### Zoomed window

Scale bar: 5 microns. Window x 62 to 82, y 91 to 111 microns. Cells in grey, sequential cells in the stronger grey; small squares are vias.
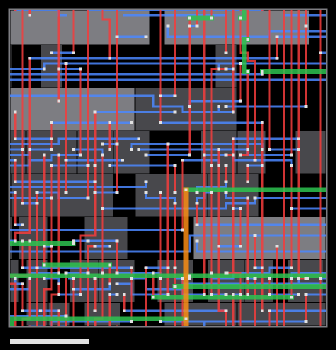
### Gate families picked out

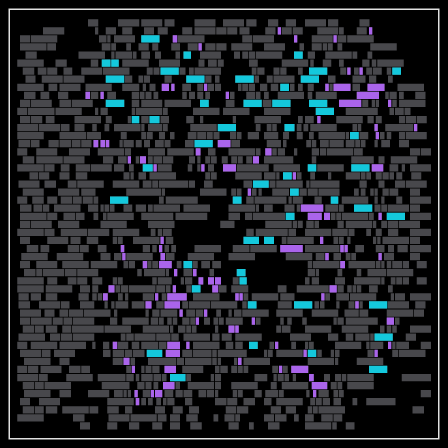
## src/rtl/mio_pkg.sv

```systemverilog
// Shared definitions for the MIO bus initiator: FSM state encoding,
// address-decoder region nibbles and the default word stride.
package mio_pkg;

   typedef enum logic [2:0] {
      IDLE,
      REQ,
      RD,
      CAP,
      WR,
      FIN
   } mio_state_e;

   localparam logic [3:0] REGION_RAM   = 4'h0;
   localparam logic [3:0] REGION_RAND  = 4'hC;
   localparam logic [3:0] REGION_KBD   = 4'hD;
   localparam logic [3:0] REGION_GPIOE = 4'hE;
   localparam logic [3:0] REGION_GPIOF = 4'hF;

   localparam int unsigned MIO_ADDR_STEP = 4;

endpackage

```

## src/rtl/mio_dma_master.sv

```systemverilog
// Block-copy bus initiator for the MIO address/data bus (RD/CAP/WR per word).
// Optional constant-fill mode is enabled by defining MIO_DMA_FILL_EN.
module mio_dma_master
   import mio_pkg::*;
#(
   parameter int unsigned CNT_W     = 16,
   parameter int unsigned ADDR_STEP = MIO_ADDR_STEP
) (
   input  logic             clk,
   input  logic             rst,
   input  logic             start,
   input  logic             abort,
   input  logic [31:0]      src_addr,
   input  logic [31:0]      dst_addr,
   input  logic [CNT_W-1:0] word_cnt,
`ifdef MIO_DMA_FILL_EN
   input  logic             fill_mode,
   input  logic [31:0]      fill_data,
`endif
   output logic             bus_req,
   input  logic             bus_gnt,
   output logic [31:0]      addr_bus,
   output logic             mem_w,
   output logic [31:0]      cpu_data2bus,
   input  logic [31:0]      cpu_data4bus,
   output logic             busy,
   output logic             done,
   output logic             aborted,
   output logic [CNT_W-1:0] words_done
);

   mio_state_e       state, state_nx;
   logic [31:0]      src_q, dst_q, data_buf;
   logic [CNT_W-1:0] remaining, words_done_q;
   logic             aborted_q;
   logic             fill_on;
   logic [31:0]      wr_data;
   logic             last_word;

   assign last_word = (remaining == CNT_W'(1));

`ifdef MIO_DMA_FILL_EN
   logic        fill_q;
   logic [31:0] fill_data_q;

   always_ff @(posedge clk or negedge rst) begin
      if (!rst) begin
         fill_q      <= 1'b0;
         fill_data_q <= '0;
      end else if (state == IDLE && start && word_cnt != '0) begin
         fill_q      <= fill_mode;
         fill_data_q <= fill_data;
      end
   end

   assign fill_on = fill_q;
   assign wr_data = fill_q ? fill_data_q : data_buf;
`else
   assign fill_on = 1'b0;
   assign wr_data = data_buf;
`endif

   always_ff @(posedge clk or negedge rst) begin
      if (!rst) state <= IDLE;
      else      state <= state_nx;
   end

   always_comb begin
      state_nx = state;
      unique case (state)
         IDLE: if (start) state_nx = (word_cnt != '0) ? REQ : FIN;
         REQ: begin
            if (abort)        state_nx = FIN;
            else if (bus_gnt) state_nx = fill_on ? WR : RD;
         end
         RD:  state_nx = CAP;
         CAP: state_nx = WR;
         WR: begin
            if (last_word || abort) state_nx = FIN;
            else                    state_nx = fill_on ? WR : RD;
         end
         FIN: state_nx = IDLE;
         default: state_nx = IDLE;
      endcase
   end

   // Bus outputs decode straight from state so an async reset drops them at once.
   always_comb begin
      bus_req      = 1'b0;
      busy         = 1'b0;
      done         = 1'b0;
      addr_bus     = '0;
      mem_w        = 1'b0;
      cpu_data2bus = '0;
      unique case (state)
         REQ: begin
            bus_req = 1'b1;
            busy    = 1'b1;
         end
         RD, CAP: begin
            bus_req  = 1'b1;
            busy     = 1'b1;
            addr_bus = src_q;
         end
         WR: begin
            bus_req      = 1'b1;
            busy         = 1'b1;
            addr_bus     = dst_q;
            mem_w        = 1'b1;
            cpu_data2bus = wr_data;
         end
         FIN:     done = 1'b1;
         default: ;
      endcase
   end

   always_ff @(posedge clk or negedge rst) begin
      if (!rst) begin
         src_q        <= '0;
         dst_q        <= '0;
         data_buf     <= '0;
         remaining    <= '0;
         words_done_q <= '0;
         aborted_q    <= 1'b0;
      end else begin
         unique case (state)
            IDLE: begin
               if (start) begin
                  words_done_q <= '0;
                  aborted_q    <= 1'b0;
                  if (word_cnt != '0) begin
                     src_q     <= src_addr;
                     dst_q     <= dst_addr;
                     remaining <= word_cnt;
                  end
               end
            end
            REQ: if (abort) aborted_q <= 1'b1;
            CAP: data_buf <= cpu_data4bus;
            WR: begin
               src_q        <= src_q + 32'(ADDR_STEP);
               dst_q        <= dst_q + 32'(ADDR_STEP);
               remaining    <= remaining - CNT_W'(1);
               words_done_q <= words_done_q + CNT_W'(1);
               if (abort) aborted_q <= 1'b1;
            end
            default: ;
         endcase
      end
   end

   assign aborted    = aborted_q;
   assign words_done = words_done_q;

endmodule

```

## config.mk

```make
export PLATFORM = sky130hd
export DESIGN_NAME = mio_dma_master
export DESIGN_NICKNAME = d
export VERILOG_FILES = /design/src/rtl/mio_pkg.sv /design/src/rtl/mio_dma_master.sv
export SDC_FILE = /design/constraint.sdc
export NUM_CORES = 1
export LEC_CHECK = 0
export CORE_MARGIN = 2
export CORE_UTILIZATION = 40
export CTS_BUF_LIST = sky130_fd_sc_hd__clkbuf_8
export CTS_CLUSTER_DIAMETER = 50
export CTS_CLUSTER_SIZE = 8
export DETAILED_ROUTE_END_ITERATION = 12
export GPL_TIMING_DRIVEN = 0
export MAX_ROUTING_LAYER = met4
export PLACE_DENSITY_LB_ADDON = 0.1
export REMOVE_ABC_BUFFERS = 1
export SLEW_MARGIN = 0
export SYNTH_ARGS = -nofsm -noshare
export SYNTH_HDL_FRONTEND = slang
export SYNTH_SLANG_ARGS = --single-unit
```

## constraint.sdc

```tcl
create_clock -name clk -period 2.1 [get_ports clk]
set_input_delay 0.315 -clock clk [delete_from_list [all_inputs] [get_ports clk]]
set_output_delay 0.315 -clock clk [all_outputs]
set_load 0.1 [all_outputs]
```

==> run summary <==
Notes from the flow run.

Run status:
- The run finished, with violations left.
- The checks that failed: setup timing.

Critical path:
- The run gives the cell family with the largest share of critical-path delay as simple AND/OR/NAND/NOR gates.
- The run puts the worst reg-to-reg path cell count at 8.
- For this run, the slowest stage of the critical path takes 0.49 ns.
- The startpoint identified for the worst register-to-register timing path is state[0].
- Looking at the setup timing report, the critical path kind is flip-flop to output pin.
- The cell sequence reported for the critical path is or3b_4 -> buf_16 -> inv_8 -> and2_4 -> buf_12.
- The run gives the data arrival time of the critical path as 2.09 ns.
- The run puts the highest net fanout along the worst path at 6.
- Following the worst setup path forward leads to its endpoint at cpu_data2bus[5].
- The run gives the startpoint kind of the worst setup timing path as a flip-flop.

Clocking:
- CTS placed an instance of sky130_fd_sc_hd__clkbuf_8 at the clock tree root.
- The run puts the clock latency on the worst-skew pair at between 0.4 and 0.5 ns.
- The run gives the number of clock buffers inserted by TritonCTS as 17.
- TritonCTS built the clock tree.
- For this design, the sink count on the clock tree is around 130.
- The run puts the buffers inserted during post-CTS setup optimization at 35.
- Per the CTS log, the maximum H-tree level is 4.

Power and ir drop:
- The run gives the power group with the highest consumption as combinational logic.
- The run gives the maximum resistive drop on vdd as 0.859 mV.
- The run gives the proportion of power drawn by the clock network as 13.2%.
- The run gives the combinational share of power as 59.5%.
- For this design the total switching power over the nets is roughly 9.3 mW.
- The run puts the reported leakage power at 5.16 nW.

Cells and area:
- The run gives the flip-flop and latch area as 0.00331 sq mm.
- The run gives the final instance area as 0.0125 sq mm.
- The run puts the number of ordinary inverters in the final layout at 29.
- The run gives the final net count as 1232.
- The run puts the flip-flop and latch count at 132.
- The plain and repair buffers instantiated in the layout total 259.
- The run gives the layout filler cell count as 1607.
- The run gives the area-dominant cell class after layout as combinational gates.
- In the final layout, the multi-input gates occupy 0.00474 sq mm.
- The run gives the multi-input combinational cell count as 671.
- The run gives the clock-cell share of area as ~3.5%.
- The largest registers in the layout are data_buf (32), dst_q (32), src_q (32).

Synth:
- Post-synthesis, Yosys gives the total cell area as 0.00789 sq mm.
- The run gives the number of warnings issued by yosys as 0.
- The run gives the count of instantiated cells in the yosys netlist as 880.
- The run puts the number of different library cells in the post-synthesis netlist at 69.
- The run gives the most frequent cell after synthesis as sky130_fd_sc_hd__dfrtp_1.
- The synthesis report names the predominant flop master as sky130_fd_sc_hd__dfrtp_1.
- The run gives the total standard cell area after synthesis as 0.00789 sq mm.
- In the synthesized netlist, the cells that appear most often are 132 x sky130_fd_sc_hd__dfrtp_1, 85 x sky130_fd_sc_hd__nand2_1, 75 x sky130_fd_sc_hd__o21ai_0.
- The main area contributors are sky130_fd_sc_hd__dfrtp_1 42%, sky130_fd_sc_hd__o21ai_0 4.8%, sky130_fd_sc_hd__mux2_2 4.6%.
- The run puts the xor/xnor share of the synthesized area at 0.333%.
- In this run, the synthesized area fraction spent on AND-OR/OR-AND gates is recorded as approximately 24%.

STA:
- Setup repair after global routing could not meet its margin everywhere.
- The run puts the measured slew at the worst slew-check pin at approximately 0.96 ns.
- The run puts the final worst slack at -0.306 ns.
- In the final report, the number of endpoints failing setup comes to 66.
- The run puts the period utilization at 115%.
- The run puts the setup TNS at -17.30 ns.
- For reference, the final report shows the hold violation count at 0.

Die:
- Row generation in the floorplan step produced 51 rows.
- The region available for standard cell placement spans 0.0194 sq mm.
- According to the floorplan report, the total die area is 0.0209 sq mm.
- The run gives the starting utilization of the core area as 40.6%.

Drt:
- The run gives the count of nets left with antenna violations after detail routing as 0.
- The run puts the DRC violation count after routing at 0.
- After detailed routing, the wire length on met1 is 13000 microns.
- The script logs the mean routed wire length per placed instance as 21.7 microns.
- Routed signal wires occupy layers up through met4.
- Using the TritonRoute via totals, the vias-per-cell ratio works out to 5.98.

Placed design:
- The run gives the number of buffers added on ports as roughly 200.
- The run gives the final weighted congestion of routability-driven global placement as 0.796.

Hold path:
- The run gives the source of the worst hold timing path as dst_addr[1].
- Counting instances, the worst hold path has a depth of 3.
- The run gives the class of the worst hold path as input port to flip-flop.

GRT:
- The run puts the largest net degree at the start of global routing at about 72.
- The layer flagged by global routing as most heavily used is met2.
- The run gives the fraction of met3 tracks used by global routing as 7.02%.
- Global routing used between 40% and 50% of the available met2 tracks.
- The run gives the met1 usage as 37.7%.

Flow run:
- The run puts the max-capacitance violation count at 0.
## Picture notes: 'Zoomed window'
- blue: M1
- red: M2
- green: M3
- orange: M4
- sequential cells in the window: 4
- cells with their middle in the window: 29
- most frequent: nand4_1 (5), dfrtp_1 (4), nand2_1 (3)
- netlist names of flops here include: dst_q (2), src_q (2)

## Picture notes: 'Gate families picked out'
- cyan: non-inverting ao/oa cells (cells 52; most used a22o_4)
- purple: nor cells (cells 104; most used nor2_1)

==> cells in the final DEF, fill, tap and decap left out, drive strengths merged, types with 8 or more instances in the layout <==
| cell | count |
|---|---|
| nor4 | 15 |
| nand3 | 43 |
| clkinv | 12 |
| inv | 27 |
| a22o | 28 |
| and2 | 36 |
| o21ai | 78 |
| o211ai | 8 |
| a2bb2oi | 20 |
| o22a | 10 |
| a21oi | 70 |
| dfrtp | 132 |
| nand2 | 85 |
| o31ai | 8 |
| and3 | 11 |
| nand4 | 32 |
| clkdlybuf4s50 | 115 |
| nor3 | 15 |
| mux2 | 32 |
| o21a | 8 |
| nor2 | 62 |
| o22ai | 21 |
| clkdlybuf4s15 | 8 |
| a31oi | 14 |
| clkbuf | 25 |
| buf | 122 |
Power and IR drop assume default switching activity.
